**config.mk**
```make
export PLATFORM = sky130hd
export DESIGN_NAME = spi_cntrl
export DESIGN_NICKNAME = d
export VERILOG_FILES = /design/src/rtl/spi_cntrl.sv
export SDC_FILE = /design/constraint.sdc
export NUM_CORES = 1
export LEC_CHECK = 0
export CORE_UTILIZATION = 49
export CTS_CLUSTER_SIZE = 25
export DETAILED_ROUTE_END_ITERATION = 7
export GPL_TIMING_DRIVEN = 0
export HOLD_SLACK_MARGIN = 0.02
export PLACE_DENSITY_LB_ADDON = 0.25
export SYNTH_ARGS = -nofsm -noshare
export SYNTH_HDL_FRONTEND = slang
export SYNTH_SLANG_ARGS = --single-unit
export TNS_END_PERCENT = 10
```
**constraint.sdc**
```tcl
create_clock -name clk -period 1.5 [get_ports clk]
set_input_delay 0.3 -clock clk [delete_from_list [all_inputs] [get_ports clk]]
set_output_delay 0.3 -clock clk [all_outputs]
set_load 0.05 [all_outputs]
```
**src/rtl/spi_cntrl.sv**
```systemverilog
// SPI mode-0 (CPOL=0, CPHA=0) main controller, MSB first, one DATA_WIDTH-bit word per
// start/done handshake; hold_cs chains words under a single chip-select assertion.
`timescale 1ns/1ps
module spi_cntrl #(
    parameter int CLK_FREQUENCY  = 100_000_000,
    parameter int SCLK_FREQUENCY = 500_000,
    parameter int DATA_WIDTH     = 8
) (
    input  logic                  clk,
    input  logic                  rst_n,
    input  logic                  start,
    input  logic [DATA_WIDTH-1:0] data_to_send,
    input  logic                  hold_cs,
    output logic [DATA_WIDTH-1:0] data_received,
    output logic                  busy,
    output logic                  done,
    output logic                  SPI_SCLK,
    output logic                  SPI_MOSI,
    input  logic                  SPI_MISO,
    output logic                  SPI_CS
);
    localparam int HALF = CLK_FREQUENCY / (2 * SCLK_FREQUENCY);
    localparam int CW   = (HALF > 2) ? $clog2(HALF) : 1;
    localparam int BW   = (DATA_WIDTH > 2) ? $clog2(DATA_WIDTH) : 1;
    localparam logic [CW-1:0] PH_LAST  = CW'(HALF - 1);
    localparam logic [BW-1:0] BIT_LAST = BW'(DATA_WIDTH - 1);

    if (HALF < 2 || (CLK_FREQUENCY % (2 * SCLK_FREQUENCY)) != 0 || DATA_WIDTH < 2) begin : g_bad_params
        $fatal(1, "spi_cntrl: SCLK phase must be an integer of at least 2 clocks and DATA_WIDTH >= 2");
    end

    typedef enum logic [2:0] {
        IDLE,
        SETUP,
        HIGH,
        LOW,
        WAIT_NEXT
    } state_t;

    state_t                state_q;
    logic [CW-1:0]         phase_q;
    logic [BW-1:0]         bit_q;
    logic [DATA_WIDTH-1:0] tx_q;
    logic [DATA_WIDTH-1:0] rx_q;
    logic [DATA_WIDTH-1:0] rx_word_q;
    logic                  sclk_q;
    logic                  mosi_q;
    logic                  cs_q;
    logic                  busy_q;
    logic                  done_q;

    wire phase_last = (phase_q == PH_LAST);

    always_ff @(posedge clk or negedge rst_n) begin
        if (!rst_n) begin
            state_q   <= IDLE;
            phase_q   <= '0;
            bit_q     <= '0;
            tx_q      <= '0;
            rx_q      <= '0;
            rx_word_q <= '0;
            sclk_q    <= 1'b0;
            mosi_q    <= 1'b1;
            cs_q      <= 1'b1;
            busy_q    <= 1'b0;
            done_q    <= 1'b0;
        end else begin
            done_q <= 1'b0;
            case (state_q)
                IDLE, WAIT_NEXT: begin
                    if (start) begin
                        tx_q    <= data_to_send;
                        mosi_q  <= data_to_send[DATA_WIDTH-1];
                        bit_q   <= '0;
                        phase_q <= '0;
                        cs_q    <= 1'b0;
                        busy_q  <= 1'b1;
                        state_q <= SETUP;
                    end else if (state_q == WAIT_NEXT && !hold_cs) begin
                        cs_q    <= 1'b1;
                        mosi_q  <= 1'b1;
                        state_q <= IDLE;
                    end
                end
                SETUP: begin
                    if (phase_last) begin
                        sclk_q  <= 1'b1;
                        phase_q <= '0;
                        state_q <= HIGH;
                    end else begin
                        phase_q <= phase_q + 1'b1;
                    end
                end
                HIGH: begin
                    // MISO is sampled just before the falling edge, where the subunit shifts.
                    if (phase_last) begin
                        rx_q    <= {rx_q[DATA_WIDTH-2:0], SPI_MISO};
                        sclk_q  <= 1'b0;
                        phase_q <= '0;
                        state_q <= LOW;
                    end else begin
                        phase_q <= phase_q + 1'b1;
                    end
                end
                LOW: begin
                    if (phase_q == '0) begin
                        tx_q   <= {tx_q[DATA_WIDTH-2:0], 1'b1};
                        mosi_q <= tx_q[DATA_WIDTH-2];
                    end
                    if (phase_last) begin
                        phase_q <= '0;
                        if (bit_q == BIT_LAST) begin
                            rx_word_q <= rx_q;
                            done_q    <= 1'b1;
                            busy_q    <= 1'b0;
                            if (hold_cs) begin
                                state_q <= WAIT_NEXT;
                            end else begin
                                cs_q    <= 1'b1;
                                mosi_q  <= 1'b1;
                                state_q <= IDLE;
                            end
                        end else begin
                            bit_q   <= bit_q + 1'b1;
                            sclk_q  <= 1'b1;
                            state_q <= HIGH;
                        end
                    end else begin
                        phase_q <= phase_q + 1'b1;
                    end
                end
                default: begin
                    state_q <= IDLE;
                    cs_q    <= 1'b1;
                    sclk_q  <= 1'b0;
                    busy_q  <= 1'b0;
                end
            endcase
        end
    end

    assign data_received = rx_word_q;
    assign busy          = busy_q;
    assign done          = done_q;
    assign SPI_SCLK      = sclk_q;
    assign SPI_MOSI      = mosi_q;
    assign SPI_CS        = cs_q;

endmodule

```
Figure 1. Gate families picked out (run 1).
Drawn at 4 px/um.
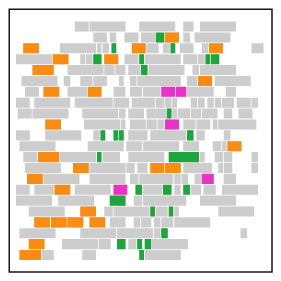
legend:
  orange:
    family: multiplexers
    cells: 25
  magenta:
    family: AND-OR and OR-AND gates
    cells: 5
  green:
    family: NAND gates
    cells: 26

Figure 2. Clock distribution (run 1).
Drawn at 8 px/um.
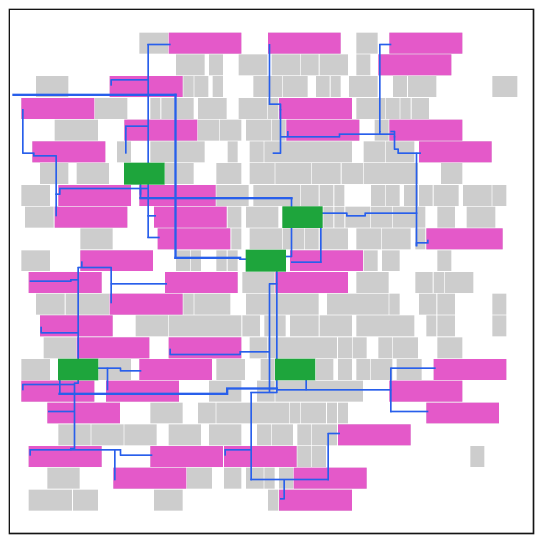
legend:
  magenta:
    item: flip-flops
    count: 41
  blue:
    item: clock wires
    length: 479 um
  green:
    item: cells driving clock nets
    count: 5
routed clock nets: 6
flops lie: widely spread
clk pwr: 1.04 mW
Clock Skew: 0.007305 ns

==> reports/metrics.csv, run 1 <==
stage,metric,value,unit
run_status,status,finished with violations,
run_status,failing checks,negative setup slack,
cells_and_area,flop count,41,
clock_tree,clock sinks,41,
power,Cell Pwr Density,1612,nW/um^2
power,LEAKAGE,1.204,nW
floorplanning,cell row count,22,
timing,setup ws final,-0.2835,ns
cells_and_area,NonClk Buf Share,13.04,%
worst_setup_path,crit-path max cell delay,0.45,ns
clock_tree,worst skew pair latency,0.29,ns
worst_setup_path,Worst Path Max Fanout,8,
power,NetSw,1.471,mW
clock_tree,cts bufs inserted,5,
logic_synthesis,"FFs w/ async S/R, synth",100.0,%
floorplanning,die width,65.34,um
timing,Setup-failing EPs final,35,
worst_setup_path,CP top delay family,simple AND/OR/NAND/NOR gates,
route,met2 WL,2238,um
clock_tree,CTS tree,yes,
timing,fmax,0.5607,GHz
worst_setup_path,FF-to-FF End,rx_q[5]$_DFFE_PN0P_,
cells_and_area,bufs w/o clock,41,
floorplanning,Die Ht,65.34,um
worst_setup_path,"reg-to-reg slack, setup",-0.28,ns
cells_and_area,sequential cell area share,39.56,%
timing,final hold vios,0,
worst_setup_path,arrival time worst endpoint,1.96,ns
worst_setup_path,instance count on the critical path,5,
job,tool warning count,30,
route,met3 WL post-DR,207,um
logic_synthesis,Top logic family,simple AND/OR/NAND/NOR gates,
Figure 3. Signal wires on met3 (run 1).
Drawn at 8 px/um.
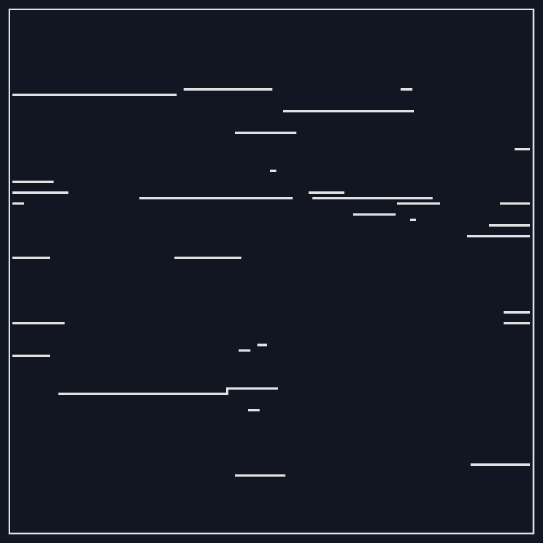
share of all routed wire: 4.8%
main direction: horizontal
nets with wire on the layer: 25
longest straight run: 20.9 um

Figure 4. Metal layers overlaid (run 1).
Drawn at 4 px/um.
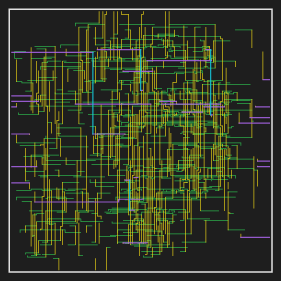
legend:
  green:
    layer: met1
    wire_length: 1,860 um
  cyan:
    layer: met4
    wire_length: 54.4 um
  purple:
    layer: met3
    wire_length: 207 um
  yellow:
    layer: met2
    wire_length: 2,240 um
gr usage total: 23.09%
routed via count: 1,518
drt wl/cell: 16.52 um

## Run 2: what changed since run 1
- PLACE_DENSITY: default -> 0.79
- PLACE_DENSITY_LB_ADDON: 0.25 -> default
Figure 5. Clock distribution (run 2).
Drawn at 8 px/um.
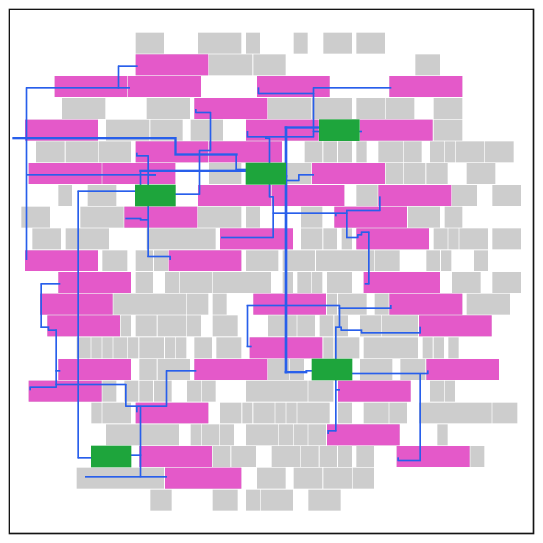
legend:
  blue:
    item: clock wires
    length: 473 um
  green:
    item: cells driving clock nets
    count: 5
  magenta:
    item: flip-flops
    count: 41
routed clock nets: 6

Figure 6. Signal wires on met3 (run 2).
Drawn at 8 px/um.
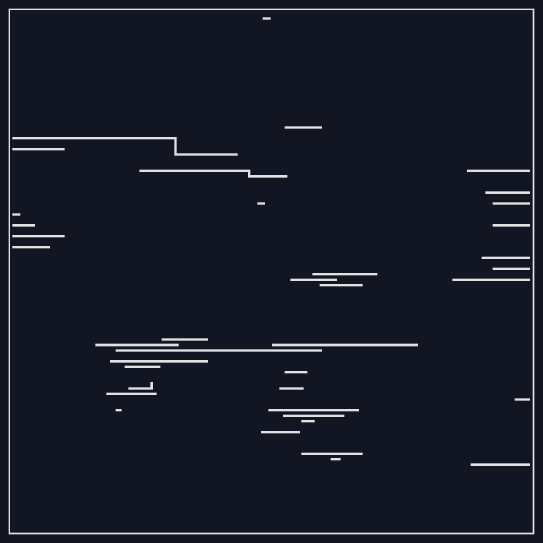
wire length on this layer: 266 um
main direction: horizontal

==> run 2 against run 1 <==
Non-clock buffer count is 1 higher; flip-flop count stayed put; setup slack better by 0.070 ns; via count is 0.40% lower; sequential share of layout area is 0.23 points lower; cell count is 0.38% higher; hold slack better by 0.0011 ns; largest power group unchanged; the flow still finishes with violations (negative setup slack); global-route usage is 1.2 points lower; core utilization is 0.40 points higher.
==> reports/metrics.csv, run 2 <==
stage,metric,value,unit,change
run_status,status,finished with violations,,
run_status,failing checks,negative setup slack,,
cells_and_area,# diodes,0,,
cells_and_area,post-route cell area,2615,um^2,
timing,final hold vios,0,,unchanged
cells_and_area,NonClk Buf Share,13.54,%,+0.50 points
clock_tree,CTS tree,yes,,
timing,Clock Skew,0.006019,ns,-0.001286 ns
route,Initial DRC Count,62,,
route,met3 WL post-DR,265,um,+28%
floorplanning,Die Ht,65.34,um,unchanged
clock_tree,clock sinks,41,,unchanged
cells_and_area,flop count,41,,unchanged
job,tool warning count,30,,unchanged
power,Cell Pwr Density,1553,nW/um^2,-3.7%
logic_synthesis,"FFs w/ async S/R, synth",100.0,%,unchanged
route,met2 WL,2099,um,-6.2%
floorplanning,cell row count,22,,unchanged
worst_setup_path,CP top delay family,simple AND/OR/NAND/NOR gates,,
worst_setup_path,Worst Path Max Fanout,8,,unchanged
logic_synthesis,Top logic family,simple AND/OR/NAND/NOR gates,,
route,routed via count,1512,,-0.40%
power,LEAKAGE,1.207,nW,+0.20%
power,NetSw,1.464,mW,-0.46%
floorplanning,die width,65.34,um,unchanged
timing,setup ws final,-0.2137,ns,+0.06986 ns
worst_setup_path,"reg-to-reg slack, setup",-0.21,ns,+0.07 ns
worst_setup_path,FF-to-FF End,rx_q[0]$_DFFE_PN0P_,,
global_routing,gr usage total,21.89,%,-1.2 points
timing,fmax,0.5835,GHz,+4.1%
worst_setup_path,arrival time worst endpoint,1.89,ns,-0.07 ns
clock_tree,cts bufs inserted,5,,unchanged
global_routing,gr busiest metal,met2,,
route,drt wl/cell,16.07,um,-2.7%
global_routing,GR Overflow Total,0,,
timing,Setup-failing EPs final,31,,-11%
No activity file was given, so power comes from the tool's default toggle rates.
